===== config.mk =====
export PLATFORM = sky130hd
export DESIGN_NAME = param_bus_master
export DESIGN_NICKNAME = d
export VERILOG_FILES = /design/src/rtl/param_bus_master.sv
export SDC_FILE = /design/constraint.sdc
export NUM_CORES = 1
export LEC_CHECK = 0
export ABC_AREA = 1
export CAP_MARGIN = 20
export CELL_PAD_IN_SITES_DETAIL_PLACEMENT = 1
export CELL_PAD_IN_SITES_GLOBAL_PLACEMENT = 1
export CORE_MARGIN = 1.5
export CORE_UTILIZATION = 32
export DETAILED_ROUTE_END_ITERATION = 8
export PLACE_DENSITY_LB_ADDON = 0.05
export SETUP_SLACK_MARGIN = 0.1
export SYNTH_ARGS = -nofsm -noshare
export SYNTH_HDL_FRONTEND = slang
export SYNTH_SLANG_ARGS = --single-unit
export TNS_END_PERCENT = 50

===== constraint.sdc =====
create_clock -name clk -period 7.7 [get_ports clk]
set_clock_uncertainty 0.1 [all_clocks]
set_input_delay 0.77 -clock clk [delete_from_list [all_inputs] [get_ports clk]]
set_output_delay 0.77 -clock clk [all_outputs]
set_load 0.02 [all_outputs]

===== src/rtl/param_bus_master.sv =====
// rtl/param_bus_master.sv - queued request/ack bus master with command FIFO
// Optional handshake timeout enabled by defining BUS_TIMEOUT_EN.
module param_bus_master #(
    parameter int DATA_W      = 8,
    parameter int ADDR_W      = 8,
    parameter int DEPTH       = 4,
    parameter int TIMEOUT_CYC = 16
) (
    input  logic              clk,
    input  logic              rst,
    input  logic              wr_start,
    input  logic              rd_start,
    input  logic [ADDR_W-1:0] wr_addr,
    input  logic [ADDR_W-1:0] rd_addr,
    input  logic [DATA_W-1:0] wr_data,
    output logic [DATA_W-1:0] rd_data,
    output logic              rd_valid,
    output logic              q_full,
    output logic              q_ovf,
    output logic              m_req,
    output logic              m_r0_w1,
    output logic [ADDR_W-1:0] m_addr,
    output logic [DATA_W-1:0] m_wr_data,
    input  logic [DATA_W-1:0] m_rd_data,
    input  logic              s_ack,
    input  logic              s_data_ack,
    output logic              m_done,
    output logic              m_err
);
    localparam int PTR_W = $clog2(DEPTH);
    localparam int CNT_W = PTR_W + 1;
    localparam int ENT_W = 1 + ADDR_W + DATA_W;

    typedef enum logic [1:0] {IDLE, REQ, DATA, DONE} state_t;
    state_t state_q, state_d;

    logic [ENT_W-1:0]  mem_q [DEPTH];
    logic [PTR_W-1:0]  wptr_q, wptr_d, rptr_q, rptr_d, rd_slot;
    logic [CNT_W-1:0]  cnt_q, cnt_d, n_push;
    logic              accept, pop, ovf_q, ovf_d;
    logic              m_req_q, m_req_d, dir_q, dir_d, err_q, err_d;
    logic [ADDR_W-1:0] addr_q, addr_d;
    logic [DATA_W-1:0] wdata_q, wdata_d, rd_data_q, rd_data_d;
    logic              timeout;

    // Full leaves room for a simultaneous write+read pair, so a pair is never split.
    assign q_full  = cnt_q >= CNT_W'(DEPTH - 1);
    assign accept  = (wr_start | rd_start) & ~q_full;
    assign ovf_d   = (wr_start | rd_start) & q_full;
    assign pop     = (state_q == IDLE) && (cnt_q != '0);
    assign rd_slot = wptr_q + PTR_W'(wr_start);

    always_comb begin
        n_push = '0;
        if (accept) n_push = CNT_W'(wr_start) + CNT_W'(rd_start);
        wptr_d = wptr_q + n_push[PTR_W-1:0];
        rptr_d = rptr_q + PTR_W'(pop);
        cnt_d  = cnt_q + n_push - CNT_W'(pop);
    end

    always_ff @(posedge clk) begin
        if (accept && wr_start) mem_q[wptr_q]  <= {1'b1, wr_addr, wr_data};
        if (accept && rd_start) mem_q[rd_slot] <= {1'b0, rd_addr, {DATA_W{1'b0}}};
    end

`ifdef BUS_TIMEOUT_EN
    localparam int TW = $clog2(TIMEOUT_CYC) + 1;
    logic [TW-1:0] tcnt_q, tcnt_d;

    assign timeout = (tcnt_q == TW'(TIMEOUT_CYC - 1));
    assign tcnt_d  = (state_d != state_q) ? '0 : tcnt_q + TW'(1);

    always_ff @(posedge clk or posedge rst) begin
        if (rst) tcnt_q <= '0;
        else     tcnt_q <= tcnt_d;
    end
`else
    assign timeout = 1'b0;
`endif

    always_comb begin
        state_d   = state_q;
        m_req_d   = m_req_q;
        dir_d     = dir_q;
        addr_d    = addr_q;
        wdata_d   = wdata_q;
        rd_data_d = rd_data_q;
        err_d     = err_q;
        case (state_q)
            IDLE: begin
                err_d = 1'b0;
                if (pop) begin
                    {dir_d, addr_d, wdata_d} = mem_q[rptr_q];
                    m_req_d = 1'b1;
                    state_d = REQ;
                end
            end
            REQ: begin
                if (s_ack) begin
                    m_req_d = 1'b0;
                    state_d = DATA;
                end else if (timeout) begin
                    m_req_d = 1'b0;
                    err_d   = 1'b1;
                    state_d = DONE;
                end
            end
            DATA: begin
                if (s_data_ack) begin
                    if (!dir_q) rd_data_d = m_rd_data;
                    state_d = DONE;
                end else if (timeout) begin
                    err_d   = 1'b1;
                    state_d = DONE;
                end
            end
            default: state_d = IDLE;
        endcase
    end

    always_ff @(posedge clk or posedge rst) begin
        if (rst) begin
            state_q   <= IDLE;
            wptr_q    <= '0;
            rptr_q    <= '0;
            cnt_q     <= '0;
            ovf_q     <= 1'b0;
            m_req_q   <= 1'b0;
            dir_q     <= 1'b0;
            addr_q    <= '0;
            wdata_q   <= '0;
            rd_data_q <= '0;
            err_q     <= 1'b0;
        end else begin
            state_q   <= state_d;
            wptr_q    <= wptr_d;
            rptr_q    <= rptr_d;
            cnt_q     <= cnt_d;
            ovf_q     <= ovf_d;
            m_req_q   <= m_req_d;
            dir_q     <= dir_d;
            addr_q    <= addr_d;
            wdata_q   <= wdata_d;
            rd_data_q <= rd_data_d;
            err_q     <= err_d;
        end
    end

    assign m_req     = m_req_q;
    assign m_r0_w1   = dir_q;
    assign m_addr    = addr_q;
    assign m_wr_data = wdata_q;
    assign rd_data   = rd_data_q;
    assign q_ovf     = ovf_q;
    assign m_done    = (state_q == DONE);
    assign rd_valid  = (state_q == DONE) && !dir_q && !err_q;
`ifdef BUS_TIMEOUT_EN
    assign m_err     = (state_q == DONE) && err_q;
`else
    assign m_err     = 1'b0;
`endif

endmodule


### Gate families picked out, run 1

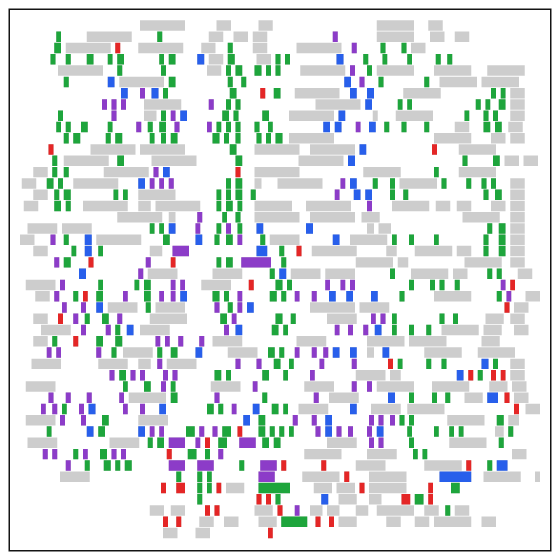
[inv cells] red | cells: 44
[aoi and oai cells] blue | cells: 61
[nor cells] purple | cells: 131
[nand cells] green | cells: 267 | where: all over the die

### M4 wires, run 1

Bar = 50 µm.
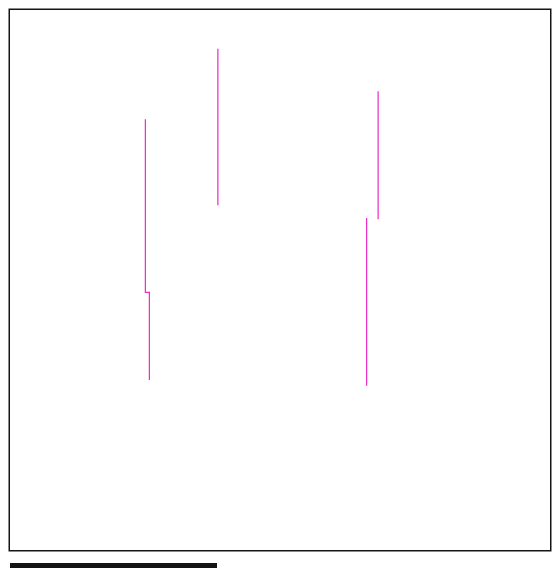
longest straight run: 41.6 µm
share of all routed wire: 1.2%
wire length on this layer: 172 µm

### Sequential cells coloured by netlist name, run 1

Bar = 50 µm. Other sequential cells in the stronger grey, the rest of the logic in the fainter grey.
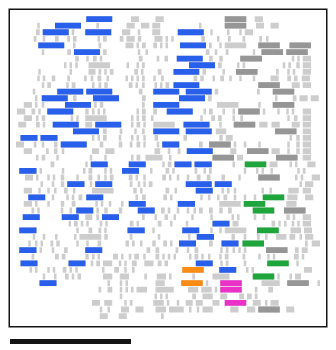
[wptr_q] orange | placed flops: 2
[mem_q] blue | placed flops: 68
[cnt_q] magenta | placed flops: 3
[m_wr_data] green | placed flops: 8
sequential logic power: 0.000922 W
fin util: 0.396

==> flow_metrics.tcl, run 1 <==
# metrics dict for downstream scripts
set metrics [dict create \
    edf_count 32 \
    synthDistinctLibCells 32 \
    root_buffer "clkbuf_16" \
    combGateArea_mm2 0.00227 \
    finalWeightedCongestion 0.763 \
    layout_setup_ws_ns 4.48 \
    hold_violations 0 \
    grt_pass1_wl_mm 23.9 \
    post_cts_buffers 0 \
    hpwlAfterDp_mm 10.7 \
    die-width_um 130 \
    cts_made_buffers 9 \
    avgViaCountPerCell 4.69 \
    grt.total_usage 0.186 \
    fin_crit_sh 0.418 \
    fmax_ghz 0.310 \
    syn_nets 707 \
    area_delta_synth_final_pct 21.1 \
    pwr-share-comb 0.469 \
    power_leakage_nw 2.95 \
    share_clk_of_total_power 0.169 \
    die_h_um 130 \
    antenna_found_initial 0 \
    status "complete, no violations" \
    overflow 0 \
    drive_gt1_frac 0.0628 \
    ys_cells 655 \
    place_ws_ns 3.99 \
    fin_area_mm2 0.00627 \
    drc 0 \
    cts_buffer_depth 2 \
    clock_latency_ns 0.35 \
    rsz0062_at_grt "false" \
    fp_util 0.327 \
    clk_pin_slew_ns 0.07 \
    ir_drop_mv 0.140 \
    ys_chip_area_mm2 0.00518 \
    io_buffers 67 \
    async_flop_share 0.346 \
    p_sw_w 0.00110 \
    crit_arrival_ns 3.40 \
    slew_headroom 0.514 \
    topRoutingLayerUsed "met4" \
    lay_top_count "nand2_1" \
    worst_pin_slew_ns 0.727 \
    ctsHtreeMaxLevel 3 \
    path_max_fanout 4 \
    tritoncts "yes" \
    coreArea_mm2 0.0158 \
    cts_sinks 104 \
    wire_per_inst_um 15.9 \
    slew_violations 0 \
    wl_met1_mm 7.47 \
    yosysSeqAreaShare 0.499 \
    tns_ns 0 \
    netlist_instances 655 \
    synth.ff_latch_count 104 \
    cts_hold_buffers 0 \
    worstSetupPathType "primary input to flip-flop" \
    intPower_w 0.00145 \
    cts_resized 0 \
    yosys_warnings 0 \
    p_seq_frac 0.361 \
    end_kind "flip-flop" \
    power_density_mw_per_mm2 407 \
]
==> run 1: routing by layer <==
layer,track usage,vias to the layer above
met5,0,-
met4,0.0516,0
met3,0.0271,13
met2,0.286,75
met1,0.270,2082
li1,-,2205
==> run 1: area by class of cell <==
type / instances / share of cell area
clock buffer: 10 / 0.0365
clock inverter: 6 / 0.00718
inverter: 44 / 0.0271
multi-input combinational: 480 / 0.361
sequential: 104 / 0.412
tap: 216 / 0.0431
timing repair buffer: 73 / 0.113
==> run 1: registers in the layout, indices dropped and copies added (netlist names) <==
name       cells
mem_q         68
m_addr         8
m_wr_data      8
rd_data        8
cnt_q          3
rptr_q         2
state_q        2
wptr_q         2
m_r0_w1        1
m_req          1
q_ovf          1
==> run 1: cell families after synthesis <==
family                   count (synthesis)  synth area share
AND/OR/NAND/NOR                        399             0.330
flip-flops                             104             0.499
buffers and inverters                   71            0.0638
AND-OR/OR-AND                           61            0.0635
adder cells (fa/ha/maj)                 14            0.0353
XOR/XNOR                                 5           0.00846
other                                    1          0.000724
==> run 1: path summary, 6_finish.rpt <==
path                                   startpoint  cells after the start                     end
max in group asynchronous                     rst                      3  rd_data[6]$_DFFE_PP0P_
hold / removal             rd_data[7]$_DFFE_PP0P_                      2  rd_data[7]$_DFFE_PP0P_
hold reg to reg            rd_data[7]$_DFFE_PP0P_                      2  rd_data[7]$_DFFE_PP0P_
setup reg to reg           state_q[0]$_DFFE_PP0P_                     10      cnt_q[2]$_DFF_PP0_
setup / recovery                         wr_start                     13      cnt_q[2]$_DFF_PP0_
min in group asynchronous                     rst                      3  state_q[1]$_DFFE_PP0P_
==> run 1: power groups by stage <==
stage                     sequential (W)  clock (W)  combinational [W]
after floorplan                 0.000982          0           0.000735
after global placement          0.000925          0            0.00118
after detailed placement        0.000936          0            0.00121
after CTS                       0.000924   0.000451            0.00122
after global routing            0.000950   0.000470            0.00136
final                           0.000922   0.000432            0.00120
==> run 1: stage by stage <==
stage,hold WS [ns],util,instances
floorplan,0.334,-,655
global placement,0.344,0.378,915
detailed placement,0.358,0.378,915
CTS,0.374,0.396,931
global route,0.396,0.396,933
finish,0.370,0.396,933
==> run 1: worst max-delay path, cell delays in order <==
cell	delay (ns)
clkdlybuf4s50_1	0.57
inv_1	0.12
ha_1	0.24
inv_1	0.16
nand3_4	0.13
inv_1	0.08
nand2_1	0.08
ha_1	0.28
inv_1	0.04
ha_1	0.18
fa_1	0.38
xnor2_1	0.19
xor2_1	0.15
==> run 1: synth_stat cells, types with 2 or more instances <==
cell      number  area share
nand2_1      186        0.13
nor2_1       123       0.089
nand3_1       73       0.071
o21ai_0       50       0.048
dfrtp_1       36        0.17
dfxtp_1       36        0.14
inv_1         34       0.025
edfxtp_1      32        0.19
buf_2         14       0.014
ha_1          13       0.031
clkbuf_1       7      0.0051
nor2_4         7       0.015
buf_6          5       0.011
inv_2          5      0.0036
nand2_2        5      0.0060
a21oi_1        4      0.0039
xor2_1         4      0.0068
clkinv_1       3      0.0022
o21ai_1        3      0.0029
inv_4          2      0.0024
o211ai_1       2      0.0029
### Congestion heat map, run 1

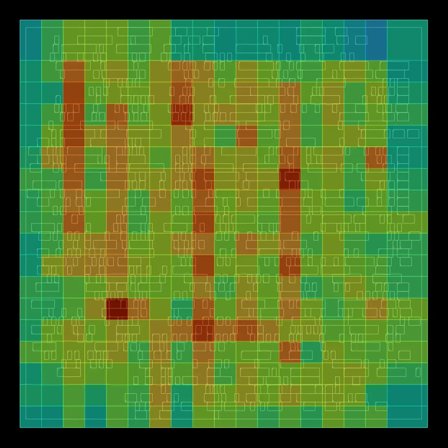

==> run 1 -> run 2 <==
- clock period: 7.7 -> 3.1 ns (I/O delays scaled with it)
### Congestion heat map, run 2

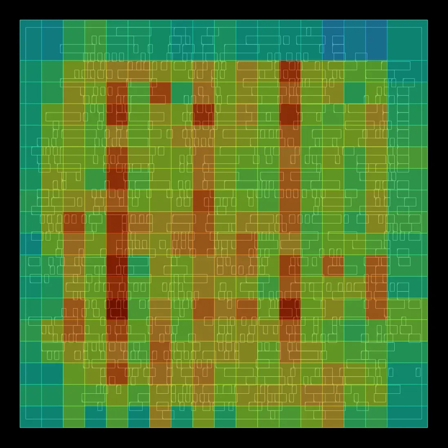
GR met2 Demand/Resource: 0.306
busiest grt layer: met2

### M4 wires, run 2

Bar = 50 µm.
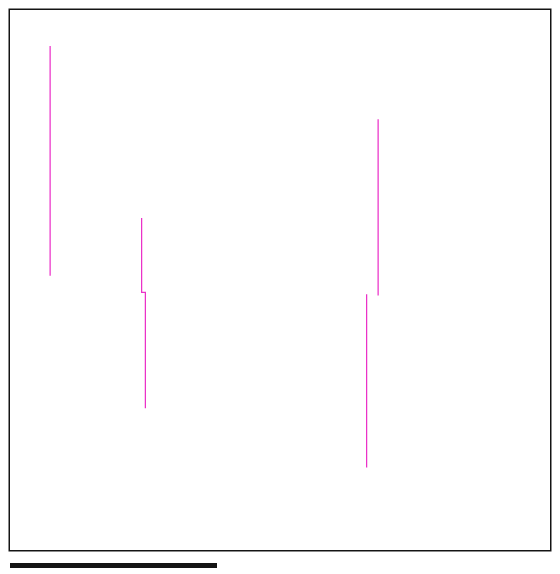
nets with wire on the layer: 2
longest straight run: 55.1 µm
Vias: 4414
final WL: 14.8 mm

==> flow_metrics.tcl, run 2 <==
# metrics dict for downstream scripts
set metrics [dict create \
    area_delta_synth_final_pct 22.5 \
    fin_crit_sh 0.857 \
    die_area_mm2 0.0170 \
    cp.required_ns 3.28 \
    ctsHtreeMaxLevel 3 \
    netlist_instances 655 \
    clock_latency_ns 0.35 \
    cap_violations 0 \
    placed_area_mm2 0.00607 \
    regToRegStartpoint "state_q[0]$_DFFE_PP0P_" \
    hold_violations 0 \
    dp_cells 926 \
    first_global_vias 4534 \
    antennaDiodeCount 0 \
    edf_count 32 \
    ios 69 \
    rsz0062_at_grt "false" \
    synth_area_per_cell_um2 7.91 \
    hp-class "primary input to async pin" \
    post_cts_buffers 0 \
    grt_max_degree 38 \
    topCellsByArea "edfxtp_1 19%, dfrtp_1 17%, dfxtp_1 14%" \
    antenna_found_initial 0 \
    power.total_w 0.00639 \
    netlist_area_mm2 0.00518 \
    wire_per_inst_um 15.7 \
    antenna_left 0 \
    io_buffers 67 \
    period_needed_ns 2.66 \
    top_cell_area_share 0.186 \
    fin_area_mm2 0.00634 \
    worstRegToRegCells 10 \
    cts_buffer_depth 2 \
    die-width_um 130 \
    ys_chip_area_mm2 0.00518 \
    status "complete, no violations" \
    nets 773 \
    syn_nets 707 \
    top_area_cell "edfxtp_1" \
    grt.total_usage 0.187 \
    yosys_warnings 0 \
    end_kind "flip-flop" \
    first_pass_iters 4 \
    cts_sinks 104 \
    combGateArea_mm2 0.00227 \
    cts_made_buffers 9 \
    cts_hold_buffers 0 \
    finalWeightedCongestion 0.816 \
    num_rows 46 \
    path_max_fanout 4 \
    ir_drop_mv 0.319 \
    yosysMostFrequentCell "nand2_1" \
    root_buffer "clkbuf_16" \
    power_leakage_nw 2.98 \
    finalSetupViolCount 0 \
    fmax_ghz 0.376 \
    slew_violations 0 \
    crit_arrival_ns 2.83 \
    flop_cell "dfxtp_1" \
    start_kind "primary input" \
    drive_gt1_frac 0.0744 \
    yosysSeqAreaShare 0.499 \
    coreArea_mm2 0.0158 \
    synth.ff_latch_count 104 \
    worst_pin_slew_ns 1.08 \
    top_cells_by_count "186 x nand2_1, 123 x nor2_1, 73 x nand3_1, 50 x o21ai_0" \
    tns_ns 0 \
    worstSetupPathType "primary input to flip-flop" \
    synthDistinctLibCells 32 \
    slew_headroom 0.282 \
    largest-register "mem_q" \
    final-seq-area_mm2 0.00258 \
    nFillCells 1896 \
    final_cell_mix "186 x nand2_1, 123 x nor2_1, 73 x nand3_1" \
    post-route-util 0.401 \
    overflow 0 \
    async_flop_share 0.346 \
    fp_util 0.327 \
    grt_pass1_wl_mm 24.1 \
    largest_register_ffs 68 \
    ys_cells 655 \
    drc 0 \
    tritoncts "yes" \
    drt-initial-drc-count 178 \
    openroad.warnings 31 \
    die_h_um 130 \
    worstSetupStartpoint "rd_start" \
    power_density_mw_per_mm2 1010 \
    avgViaCountPerCell 4.69 \
    cts_resized 0 \
    clk_pin_slew_ns 0.07 \
    hpwlAfterDp_mm 11.2 \
]
### Gate families picked out, run 2

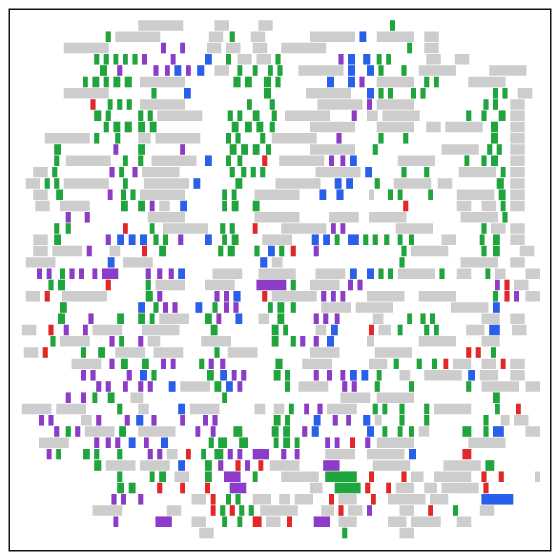
[nor cells] purple | cells: 131
[aoi and oai cells] blue | cells: 61
[inv cells] red | cells: 44
[nand cells] green | cells: 267 | where: all over the die
non-filler cells, final: 942
logic share of the area: 0.357
most common cell after layout, fill and taps aside: nand2_1

## run 2: stage by stage
step / hold WS (ns) / worst slack (ns)
after floorplan: 0.334 / 0.646
after global placement: 0.345 / 0.229
after detailed placement: 0.361 / 0.0717
after CTS: 0.281 / 0.434
after global routing: 0.326 / 0.297
final: 0.249 / 0.443
## run 2: path summary, 6_finish.rpt
path                                               end  slack, ns
worst max-delay path                cnt_q[2]$_DFF_PP0_       0.44
worst min-delay path            rd_data[3]$_DFFE_PP0P_       0.25
worst max register to register      cnt_q[2]$_DFF_PP0_       0.72
worst min register to register  rd_data[7]$_DFFE_PP0P_       0.38
max in group asynchronous              q_ovf$_DFF_PP0_       1.93
min in group clk                rd_data[7]$_DFFE_PP0P_       0.38
## run 2: power breakdown
group / total [W] / leakage [nW] / internal (W) / switching, W
Clock: 0.00108 / 0.133 / 0.000550 / 0.000532
Sequential: 0.00235 / 1.04 / 0.00199 / 0.000358
Combinational: 0.00296 / 1.82 / 0.00110 / 0.00186
Total: 0.00639 / 2.98 / 0.00364 / 0.00275
## run 2: cell type report
type,count,area share
clock buffer,10,0.0361
clock inverter,6,0.00690
inverter,44,0.0268
multi-input combinational,480,0.357
sequential,104,0.407
tap,216,0.0426
timing repair buffer,82,0.123
## run 2: worst max-delay path, cell delays in order
cell             delay (ns)
clkdlybuf4s50_1        0.49
inv_1                  0.10
ha_1                   0.22
inv_1                  0.15
nand3_4                0.13
inv_1                  0.09
nand2_1                0.08
ha_1                   0.28
inv_1                  0.04
ha_1                   0.19
fa_1                   0.39
xnor2_1                0.20
xor2_1                 0.15
## run 2: layer usage
metal	wire length [µm]	track usage
met1	7190	0.260
met2	6780	0.306
met3	649	0.0226
met4	185	0.0588
met5	0	0
## run 2: cells by family (layout without fill, tap and decap cells)
family / count (synthesis) / in the layout / share of synthesized area
buffers and inverters: 71 / 142 / 0.0638
AND-OR/OR-AND: 61 / 61 / 0.0635
flip-flops: 104 / 104 / 0.499
AND/OR/NAND/NOR: 399 / 399 / 0.330
XOR/XNOR: 5 / 5 / 0.00846
other: 1 / 1 / 0.000724
adder cells (fa/ha/maj): 14 / 14 / 0.0353
No activity file was given, so power comes from the tool's default toggle rates.
